## src/rtl/board_io_pkg.sv

```systemverilog
// Shared constants for the board I/O controller.
// Default parameters, drop-counter width and a saturating increment.
package board_io_pkg;

  localparam int N_BTN_DEF      = 4;
  localparam int N_SW_DEF       = 2;
  localparam int N_LED_DEF      = 4;
  localparam int DEB_CYCLES_DEF = 100000;
  localparam int OREG_W_DEF     = 32;
  localparam int LED_HOLD_DEF   = 5000000;
  localparam int DROP_W         = 16;

  localparam logic [DROP_W-1:0] DROP_MAX = '1;

  function automatic logic [DROP_W-1:0] sat_inc(
    input logic [DROP_W-1:0] v
  );
    return (v == DROP_MAX) ? v : v + 1'b1;
  endfunction

endpackage

```

## src/rtl/board_io_ctrl_debounce.sv

```systemverilog
// One input channel: 2-flop synchronizer, debounce counter, edge pulses.
// The stable level flips once the input has mismatched for DEB_CYCLES samples.
module debounce_ch
  import board_io_pkg::*;
#(
  parameter int DEB_CYCLES = DEB_CYCLES_DEF
) (
  input  logic clk,
  input  logic rst,
  input  logic d_i,
  output logic q_o,
  output logic rise_o,
  output logic fall_o
);

  localparam int CW = $clog2(DEB_CYCLES);
  localparam logic [CW-1:0] CNT_LAST = CW'(DEB_CYCLES - 1);

  logic [1:0]    sync;
  logic [CW-1:0] cnt;

  // bring the raw pin into the clock domain
  always_ff @(posedge clk or posedge rst) begin
    if (rst) sync <= '0;
    else     sync <= {sync[0], d_i};
  end

  // count mismatching samples; flip level and pulse on the last one
  always_ff @(posedge clk or posedge rst) begin
    if (rst) begin
      cnt    <= '0;
      q_o    <= 1'b0;
      rise_o <= 1'b0;
      fall_o <= 1'b0;
    end else begin
      rise_o <= 1'b0;
      fall_o <= 1'b0;
      if (sync[1] == q_o) begin
        cnt <= '0;
      end else if (cnt == CNT_LAST) begin
        cnt    <= '0;
        q_o    <= ~q_o;
        rise_o <= ~q_o;
        fall_o <= q_o;
      end else begin
        cnt <= cnt + 1'b1;
      end
    end
  end

endmodule

```

## src/rtl/board_io_ctrl.sv

```systemverilog
// Board I/O controller: debounced buttons/switches, LED drive, capture reg.
// Define BOARD_IO_LED_STRETCH_EN to pulse-stretch LED triggers.
module board_io_ctrl
  import board_io_pkg::*;
#(
  parameter int N_BTN      = N_BTN_DEF,
  parameter int N_SW       = N_SW_DEF,
  parameter int N_LED      = N_LED_DEF,
  parameter int DEB_CYCLES = DEB_CYCLES_DEF,
  parameter int OREG_W     = OREG_W_DEF,
  parameter int LED_HOLD   = LED_HOLD_DEF
) (
  input  logic              clk,
  input  logic              rst,
  input  logic [N_BTN-1:0]  btn_i,
  input  logic [N_SW-1:0]   sw_i,
  output logic [N_BTN-1:0]  btn_o,
  output logic [N_BTN-1:0]  btn_rise_o,
  output logic [N_BTN-1:0]  btn_fall_o,
  output logic [N_SW-1:0]   sw_o,
  input  logic [N_LED-1:0]  led_i,
  output logic [N_LED-1:0]  led_o,
  input  logic [OREG_W-1:0] oreg_d_i,
  input  logic              oreg_vld_i,
  input  logic              oreg_frz_i,
  output logic [OREG_W-1:0] oreg_o,
  output logic              oreg_upd_o,
  output logic [DROP_W-1:0] drop_cnt_o
);

  logic [N_SW-1:0] unused_sw_rise;
  logic [N_SW-1:0] unused_sw_fall;

  for (genvar i = 0; i < N_BTN; i++) begin : g_btn
    debounce_ch #(.DEB_CYCLES(DEB_CYCLES)) u_deb (
      .clk    (clk),
      .rst    (rst),
      .d_i    (btn_i[i]),
      .q_o    (btn_o[i]),
      .rise_o (btn_rise_o[i]),
      .fall_o (btn_fall_o[i])
    );
  end

  for (genvar i = 0; i < N_SW; i++) begin : g_sw
    debounce_ch #(.DEB_CYCLES(DEB_CYCLES)) u_deb (
      .clk    (clk),
      .rst    (rst),
      .d_i    (sw_i[i]),
      .q_o    (sw_o[i]),
      .rise_o (unused_sw_rise[i]),
      .fall_o (unused_sw_fall[i])
    );
  end

`ifdef BOARD_IO_LED_STRETCH_EN
  localparam int LW = $clog2(LED_HOLD + 1);

  logic [N_LED-1:0] led_prev;
  logic [LW-1:0]    hold [N_LED];

  // a led_i rise (re)loads the hold count; led stays lit while it drains
  always_ff @(posedge clk or posedge rst) begin
    if (rst) begin
      led_prev <= '0;
      led_o    <= '0;
      for (int i = 0; i < N_LED; i++) hold[i] <= '0;
    end else begin
      led_prev <= led_i;
      for (int i = 0; i < N_LED; i++) begin
        if (led_i[i] && !led_prev[i]) begin
          hold[i]  <= LW'(LED_HOLD - 1);
          led_o[i] <= 1'b1;
        end else if (hold[i] != '0) begin
          hold[i]  <= hold[i] - 1'b1;
          led_o[i] <= 1'b1;
        end else begin
          led_o[i] <= 1'b0;
        end
      end
    end
  end
`else
  localparam int unused_led_hold = LED_HOLD;

  // plain registered copy of the LED requests
  always_ff @(posedge clk or posedge rst) begin
    if (rst) led_o <= '0;
    else     led_o <= led_i;
  end
`endif

  // capture register; freeze wins over a capture and is counted as a drop
  always_ff @(posedge clk or posedge rst) begin
    if (rst) begin
      oreg_o     <= '0;
      oreg_upd_o <= 1'b0;
      drop_cnt_o <= '0;
    end else begin
      oreg_upd_o <= oreg_vld_i & ~oreg_frz_i;
      if (oreg_vld_i && !oreg_frz_i) oreg_o <= oreg_d_i;
      if (oreg_vld_i && oreg_frz_i) drop_cnt_o <= sat_inc(drop_cnt_o);
    end
  end

endmodule
```

## config.mk

```make
export PLATFORM = sky130hd
export DESIGN_NAME = board_io_ctrl
export DESIGN_NICKNAME = d
export VERILOG_FILES = /design/src/rtl/board_io_pkg.sv /design/src/rtl/board_io_ctrl_debounce.sv /design/src/rtl/board_io_ctrl.sv
export SDC_FILE = /design/constraint.sdc
export NUM_CORES = 1
export LEC_CHECK = 0
export ABC_AREA = 1
export CAP_MARGIN = 20
export CORE_AREA = 8 8 136 138
export DETAILED_ROUTE_END_ITERATION = 8
export DIE_AREA = 0 0 144 146
export MAX_ROUTING_LAYER = met4
export PLACE_DENSITY = 0.84
export SYNTH_ARGS = -nofsm -noshare
export SYNTH_HDL_FRONTEND = slang
export SYNTH_SLANG_ARGS = --single-unit
```

## constraint.sdc

```tcl
create_clock -name clk -period 6.95 [get_ports clk]
set_input_delay 1.39 -clock clk [delete_from_list [all_inputs] [get_ports clk]]
set_output_delay 1.39 -clock clk [all_outputs]
set_load 0.02 [all_outputs]
```

M1 wires:
Supply wires on this layer in grey. Cells faint in the background.
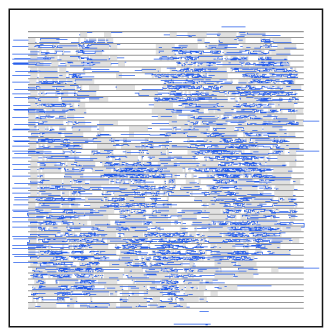
The longest straight run is 24.4 µm. 1221 nets have wire on it. The layer holds 45% of the routed length. The wires run mostly horizontal. The layer carries 8620 µm of wire.
met1 Track Usage GR: 24.2%
final wirelength: 19.2 mm

Clock wires, drivers and flops:
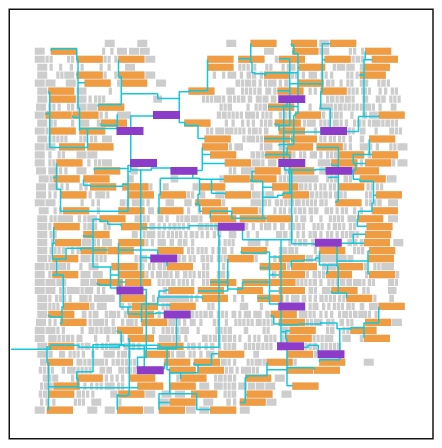
Key: purple = cells driving clock nets [count 17]; cyan = clock wires [length 2060 µm]; orange = flip-flops [count 181]
There are 18 routed clock nets. Position of the flops: widely spread.

==> flow_summary.toml <==
# flow metrics
[clock_network]
htree_levels = 4
clock_latency_ns = 0.42
hold_buffers = 0
root_buffer = "clkbuf_16"
cts_tree = "done"
postCtsSetupBuffers = 0
clk_path_buf_depth = 2
clk_pin_slew_worst_paths_ns = 0.07
numCtsBuffers = 17
cts.sinks = 181

[finish]
mostFrequentLayoutCells = "339 x nand2_1, 211 x nor2_1, 181 x dfrtp_1"
top_register = "g_btn.u_deb.cnt"
fin_util_pct = 66.6
diodes = 0
top_regs = "g_btn.u_deb.cnt (68), g_sw.u_deb.cnt (34), oreg_o (32)"
largest_reg_flops = 68
drive_above_1_share_pct = 8.12
fin_cells = 1488
lay_top_count = "nand2_1"

[synth]
syn_inst = 1145
ff_type = "dfrtp_1"
async_flop_share_pct = 100
synth_flops = 181
syn_area_um2 = 8960
edf_count = 0
synthTopLogicFamily = "simple AND/OR/NAND/NOR gates"
synth_stat.cells = 1145
simple_gate_area_share_pct = 34.5
ys_seq_share_pct = 50.6
ys_sh_aoi_pct = 2.18
most_common_cell = "nand2_1"
syn_area_per_cell_um2 = 7.83
fp_nets = 1198
top_cells_by_count = "339 x nand2_1, 212 x nor2_1, 181 x dfrtp_1"
yosysTopAreaCellShare_pct = 50.6
synth_adder_area_share_pct = 0.978
ys_sh_xor_pct = 4.59
synthMuxAreaShare_pct = 0
top_area_cell = "dfrtp_1"
ys.warnings.count = 0

[global_routing]
grt_overflow_total = 0
grt_max_degree = 78
grt_pass1_wl_mm = 33.5

[route]
routed-wl-met2_mm = 9.14
num_vias = 7466
first_pass_iters = 4
drc = 0
m1WireLength_mm = 8.62
wire_per_inst_um = 12.9
postRouteAntennaNets = 0
wl_met3_mm = 1.17
dr.max_layer_used = "met4"
via_per_inst = 5.02

[placement]
port_buffers = 112
dpl-instance-area_um2 = 10200
globalplace.congestion = 0.884
dp_hpwl_mm = 13.8
placedCellCount = 1457
post-place-ws_ns = 3.81

[critical_path]
startpoint = "drop_cnt_o[0]"
r2r_setup_slack_ns = 4.86
cp_max_fo = 7
crit_buf_inv = 1
path_delay_family = "buffers and inverters"
reg2reg_to = "drop_cnt_o[1]"
arrival_ns = 1.56
critPathLaunchType = "flip-flop"
ff2ff_path_depth = 9
cp.required_ns = 5.56
crit_cells = 1
endpoint = "drop_cnt_o[0]"
worst_path_largest_cell_delay_ns = 0.66
critical_path_class = "flip-flop to output port"

[timing]
max_freq_mhz = 339
setup_viol = 0
tightest_slew_ns = 0.936
hold_violations = 0
final_max_slew_viol_count = 0
rsz0062_at_grt = "false"
finClkSkew_ns = 0.00994
max_slew_margin_pct = 37.6
holdWs_ns = 0.346

[die]
io_pins = 113
die_y_um = 146
dieWidth_um = 144
chipArea_um2 = 21000

[hold_path]
holdPathEnd = "g_sw[0].u_deb.sync[1]"
worstHoldStart = "g_sw[0].u_deb.sync[0]"
hold_class = "flip-flop to flip-flop"

[pwr]
static-leakage-power_nw = 4.81
p_total_w = 0.00243
p_per_area_nw_per_um2 = 224
clkPwrFrac_pct = 40.5
p_switching_w = 0.000615
irDropWorstVdd_mv = 0.204
seqPwrFrac_pct = 47.4
comb_power_share_pct = 12.1

[run]
maxCapViolCount = 0

[status]
outcome = "complete, no violations"
Drive-strength map:
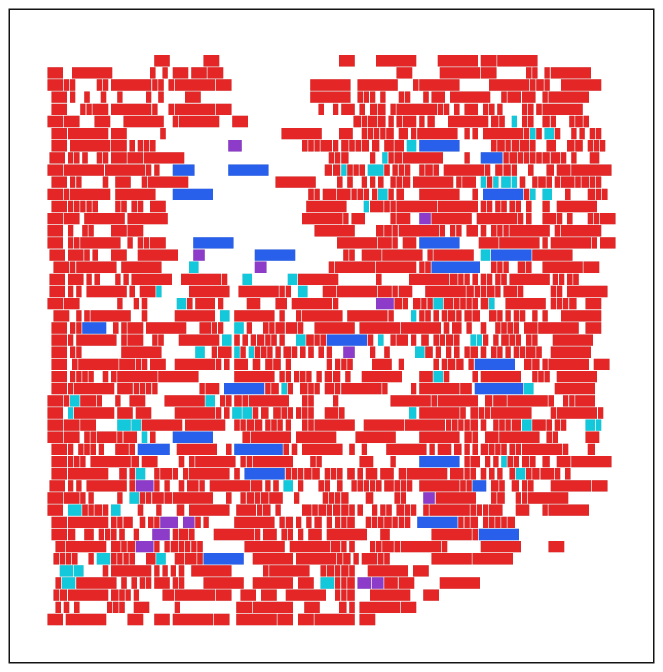
Key: purple = drive 3 to 4 [cells 14, share 1.1%, most used clkinvlp_4]; red = drive 1 or less [cells 1165, share 92%, most used nand2_1]; blue = drive 6 and up [cells 25, share 2.0%, most used clkbuf_16]; cyan = drive 2 [cells 64, share 5.0%, most used nor2_2]
Finished Cell Area: 10800 µm²
area grow syn2layout: 21.0%
non-clock buffer count: 115
final worst slack: 4.00 ns

[area by class of cell]
type                            count  area (µm²)
Tap cell                          220         275
Multi-Input combinational cell    812        3790
Sequential cell                   181        4530
Timing Repair Buffer              115        1150
Inverter                          129         489
Clock inverter                     11         150
Fill cell                        1303        5450
Clock buffer                       20         457
[power groups by stage]
stage          registers [W]  logic [W]  clock network [W]
3_5_place_dp         0.00117   0.000299                  0
6_report             0.00115   0.000295           0.000984
2_1_floorplan        0.00121   0.000109                  0
3_3_place_gp         0.00117   0.000293                  0
4_1_cts              0.00115   0.000300            0.00100
5_1_grt              0.00116   0.000325            0.00105
[layer usage]
layer  vias up  track usage, %
met1      3506            24.2
met2       179            31.2
li1       3755               -
met4         0            5.73
met3        26            5.77
met5         -               -
No activity file was given, so power comes from the tool's default toggle rates.
